Fig. 1: run 1, metal 2
Cells faint in the background.
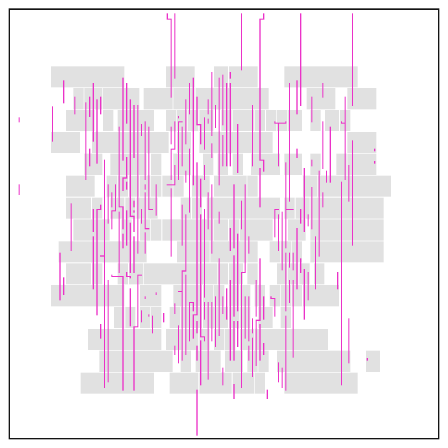
Fig. 2: run 1, port wiring
The bar under the picture is 20 um long.
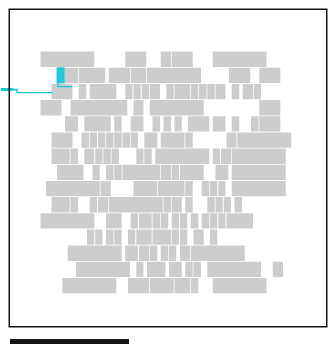
Fig. 3: run 1, congestion heat map
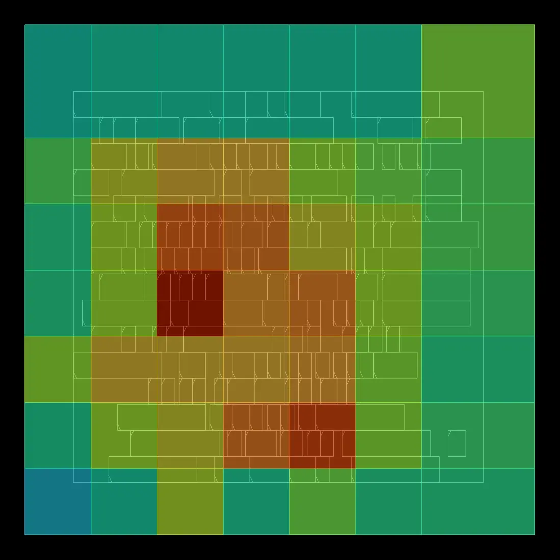
Fig. 4: run 1, metal 1
Supply wires on this layer in gray. Cells faint in the background.
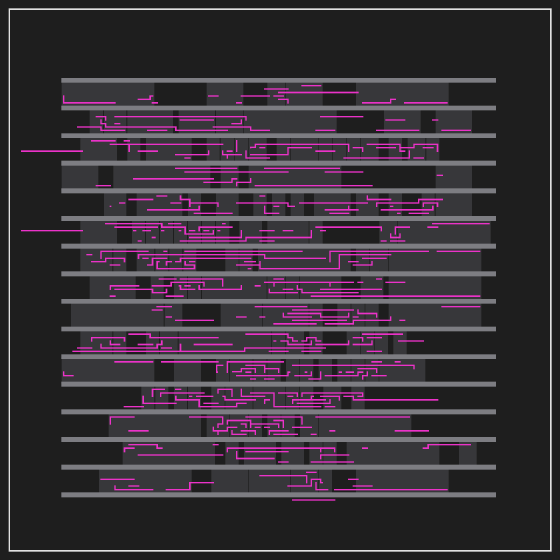
===== config.mk =====
export PLATFORM = sky130hd
export DESIGN_NAME = cga_mac_lasel_seq_flat
export DESIGN_NICKNAME = d
export VERILOG_FILES = /design/src/rtl/cga_mac_lasel_seq_if.sv /design/src/rtl/cga_mac_lasel_seq.sv /design/src/flat_wrapper.sv
export SDC_FILE = /design/constraint.sdc
export NUM_CORES = 1
export LEC_CHECK = 0
export ABC_AREA = 1
export CORE_MARGIN = 5
export CORE_UTILIZATION = 57
export CTS_CLUSTER_DIAMETER = 200
export DETAILED_ROUTE_END_ITERATION = 12
export MAX_ROUTING_LAYER = met4
export PLACE_DENSITY = 0.82
export SLEW_MARGIN = 40
export SYNTH_ARGS = -nofsm -noshare
export SYNTH_HDL_FRONTEND = slang
export SYNTH_SLANG_ARGS = --single-unit

===== constraint.sdc =====
create_clock -name MCLK -period 3.9 [get_ports MCLK]
set_input_delay 0.585 -clock MCLK [delete_from_list [all_inputs] [get_ports MCLK]]
set_output_delay 0.585 -clock MCLK [all_outputs]
set_load 0.02 [all_outputs]

===== src/rtl/cga_mac_lasel_seq_if.sv =====
// Requester/memory handshake bundle between the CGA MAC requesters and the LASEL sequencer.
// The master side drives the requests and MEM_RDY; the slave side is the sequencer.
interface cga_mac_lasel_seq_if;
    logic CPU_REQ;
    logic CPU_DBL;
    logic DMA_REQ;
    logic DMA_DBL;
    logic MEM_RDY;
    logic CSMREQ;
    logic DOUBLE;
    logic SEL_DMA;
    logic BUSY;
    logic CPU_ACK;
    logic DMA_ACK;
    logic TMO_ERR;

    modport master (
        output CPU_REQ, CPU_DBL, DMA_REQ, DMA_DBL, MEM_RDY,
        input  CSMREQ, DOUBLE, SEL_DMA, BUSY, CPU_ACK, DMA_ACK, TMO_ERR
    );

    modport slave (
        input  CPU_REQ, CPU_DBL, DMA_REQ, DMA_DBL, MEM_RDY,
        output CSMREQ, DOUBLE, SEL_DMA, BUSY, CPU_ACK, DMA_ACK, TMO_ERR
    );
endinterface


===== src/rtl/cga_mac_lasel_seq.sv =====
// Memory-cycle sequencer and round-robin CPU/DMA arbiter feeding CSMREQ/DOUBLE into LASEL.
// Every output is a register, so an asynchronous reset clears them without a clock edge.
module cga_mac_lasel_seq #(
    parameter int TMO_CYCLES = 255,
    parameter int CNT_W      = 8
) (
    input logic                 MCLK,
    input logic                 RESETN,
    cga_mac_lasel_seq_if.slave  bus
);

    typedef enum logic [1:0] {
        IDLE  = 2'd0,
        BEAT0 = 2'd1,
        BEAT1 = 2'd2,
        DONE  = 2'd3
    } state_t;

    // Counter value seen on the last allowed wait cycle of a beat.
    localparam logic [CNT_W-1:0] TMO_LAST = CNT_W'(TMO_CYCLES - 1);

    state_t           state_q;
    logic [CNT_W-1:0] cnt_q;
    logic             dbl_q;
    logic             last_dma_q;
    logic             csmreq_q;
    logic             double_q;
    logic             sel_dma_q;
    logic             busy_q;
    logic             cpu_ack_q;
    logic             dma_ack_q;
    logic             tmo_err_q;

    logic             grant_dma_d;
    logic             timeout_d;

    always_comb begin
        grant_dma_d = bus.DMA_REQ && (!bus.CPU_REQ || !last_dma_q);
        timeout_d   = (cnt_q == TMO_LAST);
    end

    always_ff @(posedge MCLK or negedge RESETN) begin
        if (!RESETN) begin
            state_q    <= IDLE;
            cnt_q      <= '0;
            dbl_q      <= 1'b0;
            last_dma_q <= 1'b1;
            csmreq_q   <= 1'b0;
            double_q   <= 1'b0;
            sel_dma_q  <= 1'b0;
            busy_q     <= 1'b0;
            cpu_ack_q  <= 1'b0;
            dma_ack_q  <= 1'b0;
            tmo_err_q  <= 1'b0;
        end else begin
            case (state_q)
                IDLE: begin
                    if (bus.CPU_REQ || bus.DMA_REQ) begin
                        state_q    <= BEAT0;
                        sel_dma_q  <= grant_dma_d;
                        dbl_q      <= grant_dma_d ? bus.DMA_DBL : bus.CPU_DBL;
                        last_dma_q <= grant_dma_d;
                        csmreq_q   <= 1'b1;
                        busy_q     <= 1'b1;
                        cnt_q      <= '0;
                    end
                end
                BEAT0, BEAT1: begin
                    if (bus.MEM_RDY && (state_q == BEAT0) && dbl_q) begin
                        state_q  <= BEAT1;
                        double_q <= 1'b1;
                        cnt_q    <= '0;
                    end else if (bus.MEM_RDY || timeout_d) begin
                        // MEM_RDY on the final allowed cycle still counts as a success.
                        state_q   <= DONE;
                        csmreq_q  <= 1'b0;
                        double_q  <= 1'b0;
                        cpu_ack_q <= !sel_dma_q;
                        dma_ack_q <= sel_dma_q;
                        tmo_err_q <= !bus.MEM_RDY;
                        cnt_q     <= '0;
                    end else begin
                        cnt_q <= cnt_q + 1'b1;
                    end
                end
                DONE: begin
                    state_q   <= IDLE;
                    cpu_ack_q <= 1'b0;
                    dma_ack_q <= 1'b0;
                    tmo_err_q <= 1'b0;
                    busy_q    <= 1'b0;
                    cnt_q     <= '0;
                end
                default: begin
                    state_q <= IDLE;
                end
            endcase
        end
    end

    assign bus.CSMREQ  = csmreq_q;
    assign bus.DOUBLE  = double_q;
    assign bus.SEL_DMA = sel_dma_q;
    assign bus.BUSY    = busy_q;
    assign bus.CPU_ACK = cpu_ack_q;
    assign bus.DMA_ACK = dma_ack_q;
    assign bus.TMO_ERR = tmo_err_q;

endmodule


===== src/flat_wrapper.sv =====
// flat-port wrapper written by rule: the top's interface ports become plain ports
module cga_mac_lasel_seq_flat 
#(
    parameter int TMO_CYCLES = 255,
    parameter int CNT_W      = 8
)
  (MCLK, RESETN, bus_CPU_REQ, bus_CPU_DBL, bus_DMA_REQ, bus_DMA_DBL, bus_MEM_RDY, bus_CSMREQ, bus_DOUBLE, bus_SEL_DMA, bus_BUSY, bus_CPU_ACK, bus_DMA_ACK, bus_TMO_ERR);
  cga_mac_lasel_seq_if bus_i ();
  input logic MCLK;
  input logic RESETN;
  input wire logic [$bits(bus_i.CPU_REQ)-1:0] bus_CPU_REQ;
  input wire logic [$bits(bus_i.CPU_DBL)-1:0] bus_CPU_DBL;
  input wire logic [$bits(bus_i.DMA_REQ)-1:0] bus_DMA_REQ;
  input wire logic [$bits(bus_i.DMA_DBL)-1:0] bus_DMA_DBL;
  input wire logic [$bits(bus_i.MEM_RDY)-1:0] bus_MEM_RDY;
  output wire logic [$bits(bus_i.CSMREQ)-1:0] bus_CSMREQ;
  output wire logic [$bits(bus_i.DOUBLE)-1:0] bus_DOUBLE;
  output wire logic [$bits(bus_i.SEL_DMA)-1:0] bus_SEL_DMA;
  output wire logic [$bits(bus_i.BUSY)-1:0] bus_BUSY;
  output wire logic [$bits(bus_i.CPU_ACK)-1:0] bus_CPU_ACK;
  output wire logic [$bits(bus_i.DMA_ACK)-1:0] bus_DMA_ACK;
  output wire logic [$bits(bus_i.TMO_ERR)-1:0] bus_TMO_ERR;
  assign bus_i.CPU_REQ = bus_CPU_REQ;
  assign bus_i.CPU_DBL = bus_CPU_DBL;
  assign bus_i.DMA_REQ = bus_DMA_REQ;
  assign bus_i.DMA_DBL = bus_DMA_DBL;
  assign bus_i.MEM_RDY = bus_MEM_RDY;
  assign bus_CSMREQ = bus_i.CSMREQ;
  assign bus_DOUBLE = bus_i.DOUBLE;
  assign bus_SEL_DMA = bus_i.SEL_DMA;
  assign bus_BUSY = bus_i.BUSY;
  assign bus_CPU_ACK = bus_i.CPU_ACK;
  assign bus_DMA_ACK = bus_i.DMA_ACK;
  assign bus_TMO_ERR = bus_i.TMO_ERR;
  cga_mac_lasel_seq #(.TMO_CYCLES(TMO_CYCLES), .CNT_W(CNT_W)) u_core (.MCLK(MCLK), .RESETN(RESETN), .bus(bus_i));
endmodule

==> run summary, run 1 <==
yosys + openroad results -> status finished clean, Die Span Y 53.17 um, register-to-register setup slack 2240 ps, Post-synth regs 19, Commonest Layout Cell nand2_1, Diodes inserted 0, Seq area share 0.3829, GRT busiest layer met2, Syn Inst Count 131, Core Region 1745 um^2, sequential group power 0.000308 W, inverter count 22, Rows 15, Mapped Nets 144, final worst path period need 1885 ps, Biggest register u_core.cnt_q, flip-flops with a built-in enable 0, Crit. End Element primary output, cell with the most instances after synthesis nand2_1, Final nets 162, H-tree levels 1, worst-path cell chain clkdlybuf4s50_1, crit-path leading delay family buffers and inverters, Power Dens Cells 684.1 nW/um^2, Simple Share, Synth 0.2921, number of vias per cell 5.017, WS Path Type flip-flop to primary output, Post-DP Area 1219 um^2, global-route wire length before repair 3774 um, Relative slew margins 0.7150, cell area after layout 1245 um^2, RSZ-0062 raised after global routing no, Longest Clk Path Bufs 2, cell count of the worst reg-to-reg path 8, yosys warns 0, hold-fix buffers at CTS 0, sequential element share of the synthesized area 0.4488, AND-OR/OR-AND Cells, Area Fraction 0.09423, combinational group power 0.000440 W, placed insts 169, Regs by FF count u_core.cnt_q x8, u_core.state_q x2, Tot Pwr 0.0008517 W, Top cells excl fill/tap 31 x nand2_1, 21 x inv_1, 18 x nor2_1, 18 x dfrtp_1, 12 x clkdlybuf4s50_1, Comb pwr share 0.516, GRT met1 Usage 0.2274, fp util 0.6086, Met2 Routed Length 1050 um, chip area 2827 um^2, Internal Pwr Total 0.0004788 W, Pwr top combinational cells, seq_cells 19, Final Skew 2.870 ps, synthesized chip area reported by yosys 1062 um^2, Clock buffer cells 4, Critical R2R Launch u_core.state_q[0]$_DFFE_PN0P_, Final WS setup 2015 ps, CTS Buf Count 3, comb area leader simple AND/OR/NAND/NOR gates, ys async rst share 1.000, Met3 Wirelength 96 um, worst setup path startpoint u_core.bus.SEL_DMA$_DFFE_PN0P_, met2 Use GR 0.3140
-- Fig. 1 (at the start) --
longest straight run: 28.2 um
share of all routed wire: 49%
nets with wire on the layer: 130
wire length on this layer: 1050 um
main direction: vertical

-- Fig. 2 (at the start) --
legend:
  cyan:
    port: bus_DMA_DBL
    bits: 1
    direction: input
    edge: left
    end_cells: 1
    buffers: 1
    wire: 11.5 um

-- Fig. 3 (at the start) --
Tot GR Track Use: 0.1924
wire length per cell: 12.36 um

-- Fig. 4 (at the start) --
share of all routed wire: 44%
main direction: horizontal
longest straight run: 16.9 um
wire length on this layer: 943 um

==> run 2, diff against run 1 <==
- CORE_UTILIZATION: 57 -> 53
- PLACE_DENSITY: 0.82 -> 0.77
- clock period: 3.9 -> 1.8 ns (I/O delays scaled with it)
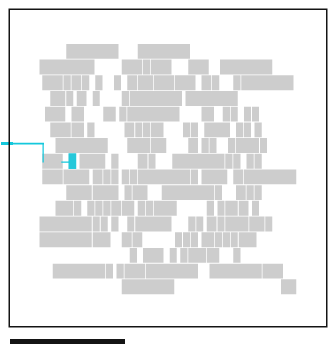
Fig. 5. Port wiring (run 2).
The bar under the picture is 20 um long.
legend:
  cyan:
    port: bus_DMA_DBL
    bits: 1
    direction: input
    edge: left
    end_cells: 1
    buffers: 1
    wire: 9.90 um

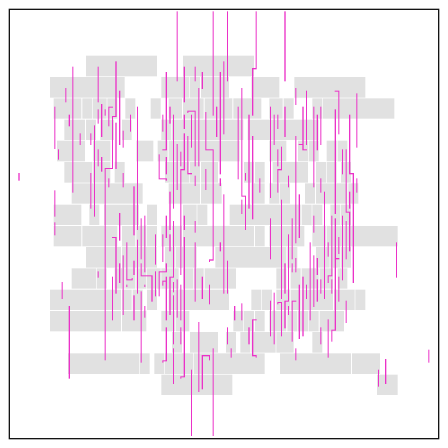
Fig. 6. Metal 2 (run 2).
Cells faint in the background.
share of all routed wire: 52%
wire length on this layer: 999 um

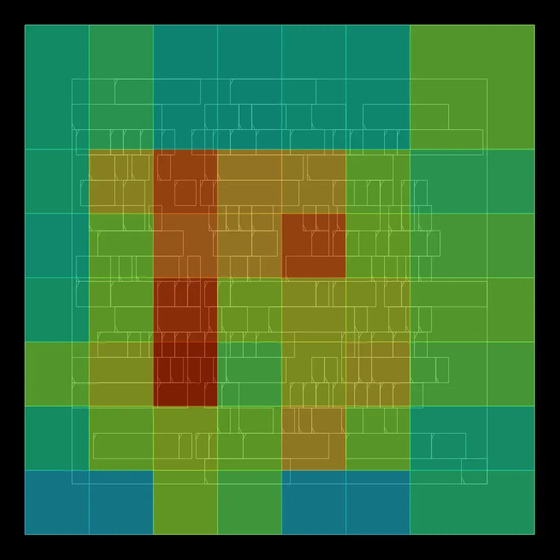
Fig. 7. Congestion heat map (run 2).
GRT busiest layer: met2
GRT met1 Usage: 0.1749
GR Util met3: 0.02997

==> run 2 against run 1 <==
Compared with the run above: non-clock buffer count increased by 1; via count decreased by 0.12%; wire length decreased by 11%; register-to-register slack got worse by 2000 ps; sequential power increased by 110%; clock skew decreased by 0.91 ps; clock-buffer cell count unchanged; clock power increased by 100%; sequential share of layout area decreased by 0.46 points; die size increased by 6.1%; highest routed layer unchanged.
==> run summary, run 2 <==
yosys + openroad results -> Core Region 1942 um^2, Comb pwr share 0.516, Simple Share, Synth 0.2921, fp util 0.5470, hold-fix buffers at CTS 0, RSZ-0062 raised after global routing no, chip area 3000 um^2, placed insts 172, Regs by FF count u_core.cnt_q x8, u_core.state_q x2, number of vias per cell 4.926, ys async rst share 1.000, Crit. End Element flip-flop, cell count of the worst reg-to-reg path 8, yosys warns 0, cell with the most instances after synthesis nand2_1, combinational group power 0.000930 W, cell area after layout 1260 um^2, Die Span Y 54.77 um, inverter count 22, Clock buffer cells 4, sequential element share of the synthesized area 0.4488, worst-path cell chain inv_1 -> ha_1 -> inv_1 -> nor2_1 -> nor2_1 -> nand2_4 -> nand2_1 -> o21ai_1, Internal Pwr Total 0.001036 W, H-tree levels 1, Final nets 163, status finished clean, sequential group power 0.000662 W, Pwr top combinational cells, final worst path period need 1589 ps, Post-synth regs 19, Biggest register u_core.cnt_q, WS Path Type flip-flop to flip-flop, Met2 Routed Length 998 um, Rows 16, Final Skew 1.955 ps, Tot GR Track Use 0.1654, Mapped Nets 144, Relative slew margins 0.7831, Critical R2R Launch u_core.state_q[0]$_DFFE_PN0P_, Longest Clk Path Bufs 2, AND-OR/OR-AND Cells, Area Fraction 0.09423
==> run 3, diff against run 2 <==
- RECOVER_POWER: unset -> 50
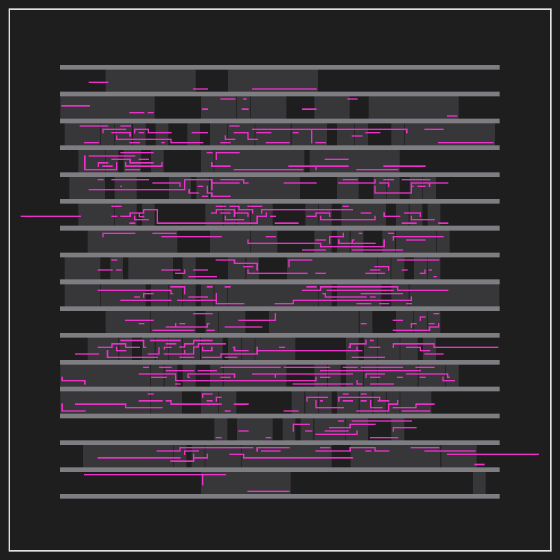
Fig. 8. Metal 1 (run 3).
Supply wires on this layer in gray. Cells faint in the background.
main direction: horizontal
longest straight run: 15.6 um
wire length on this layer: 817 um

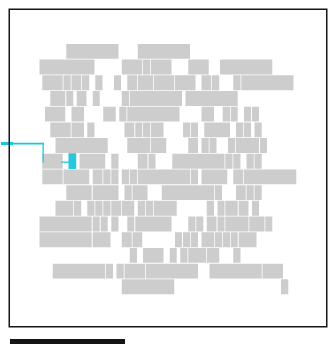
Fig. 9. Port wiring (run 3).
The bar under the picture is 20 um long.
legend:
  cyan:
    port: bus_DMA_DBL
    bits: 1
    direction: input
    edge: left
    end_cells: 1
    buffers: 1
    wire: 9.90 um

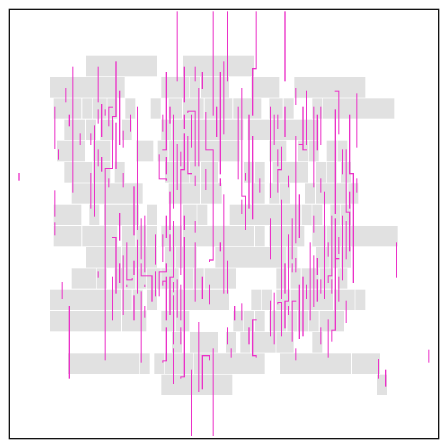
Fig. 10. Metal 2 (run 3).
Cells faint in the background.
share of all routed wire: 52%
nets with wire on the layer: 132
longest straight run: 24.5 um

==> run 3 against run 2 <==
Compared with the run above: cell count is the same; largest power group unchanged; clock power is essentially flat; critical path type unchanged; clock-buffer cell count is the same.
==> run summary, run 3 <==
yosys + openroad results -> Tot Pwr 0.001800 W, Die Span Y 54.77 um, comb area leader simple AND/OR/NAND/NOR gates, ratio of final minimum period to clock period 0.8828, worst setup path startpoint u_core.state_q[0]$_DFFE_PN0P_, Diodes inserted 0, GRT met1 Usage 0.1749, Simple Share, Synth 0.2921, RSZ-0062 raised after global routing no, Seq area share 0.3795, met2 Use GR 0.2972, flip-flops with a built-in enable 0, inverter count 22, synthesized chip area reported by yosys 1062 um^2, sequential element share of the synthesized area 0.4488, top cells by area, synth dfrtp_1 42%, nand2_1 11%, inv_1 7.4%, WS Path Type flip-flop to flip-flop, Commonest Layout Cell nand2_1, wire length per cell 10.82 um, status finished clean, AND-OR/OR-AND Cells, Area Fraction 0.09423, Final WS setup 210.9 ps, cell count of the worst reg-to-reg path 8, CTS Buf Count 3, chip area 3000 um^2, Comb pwr share 0.516, Critical Path AT 1780 ps, placed insts 172, H-tree levels 1, Post-DP Area 1234 um^2, #MultiIn Comb 90, Pwr top combinational cells, ys async rst share 1.000, combinational group power 0.000928 W, crit-path leading delay family simple AND/OR/NAND/NOR gates, Post-synth regs 19, yosys warns 0, GR Util met3 0.02997, Biggest register u_core.cnt_q, Mapped Nets 144, cell area after layout 1256 um^2, number of vias per cell 4.926, Regs by FF count u_core.cnt_q x8, u_core.state_q x2, Relative slew margins 0.2972, Longest Clk Path Bufs 2, final worst path period need 1589 ps, Clock buffer cells 4, Power Dens Cells 1433 nW/um^2, global-route wire length before repair 3443 um, Final Skew 1.955 ps, Core Region 1942 um^2, fp util 0.5470, Leakage 0.6211 nW, Met3 Wirelength 68 um, sequential group power 0.000662 W, Critical R2R Launch u_core.state_q[0]$_DFFE_PN0P_, GRT overflow 0, CTS tree yes, share of cells above drive strength 1 0.1007, io pins 14, Tot GR Track Use 0.1654, seq_cells 19, switching power total 0.0007654 W, Rows 16, hold-fix buffers at CTS 0, Final nets 163, Syn Inst Count 131, register-to-register setup slack 210 ps, Met2 Routed Length 998 um, Internal Pwr Total 0.001035 W, cell with the most instances after synthesis nand2_1, GRT busiest layer met2

==> layout pictures side by side <==
Register map, names as in the netlist.
picture 1
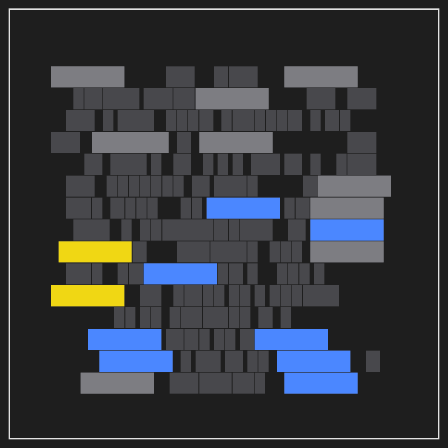
picture 2
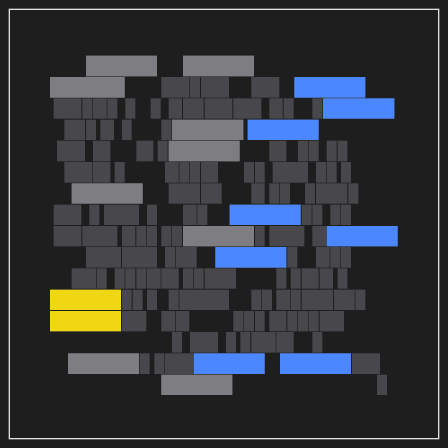
| picture | from |
|---|---|
| picture 1 | run 1 |
| picture 2 | run 3 |

Power and IR drop assume default switching activity.
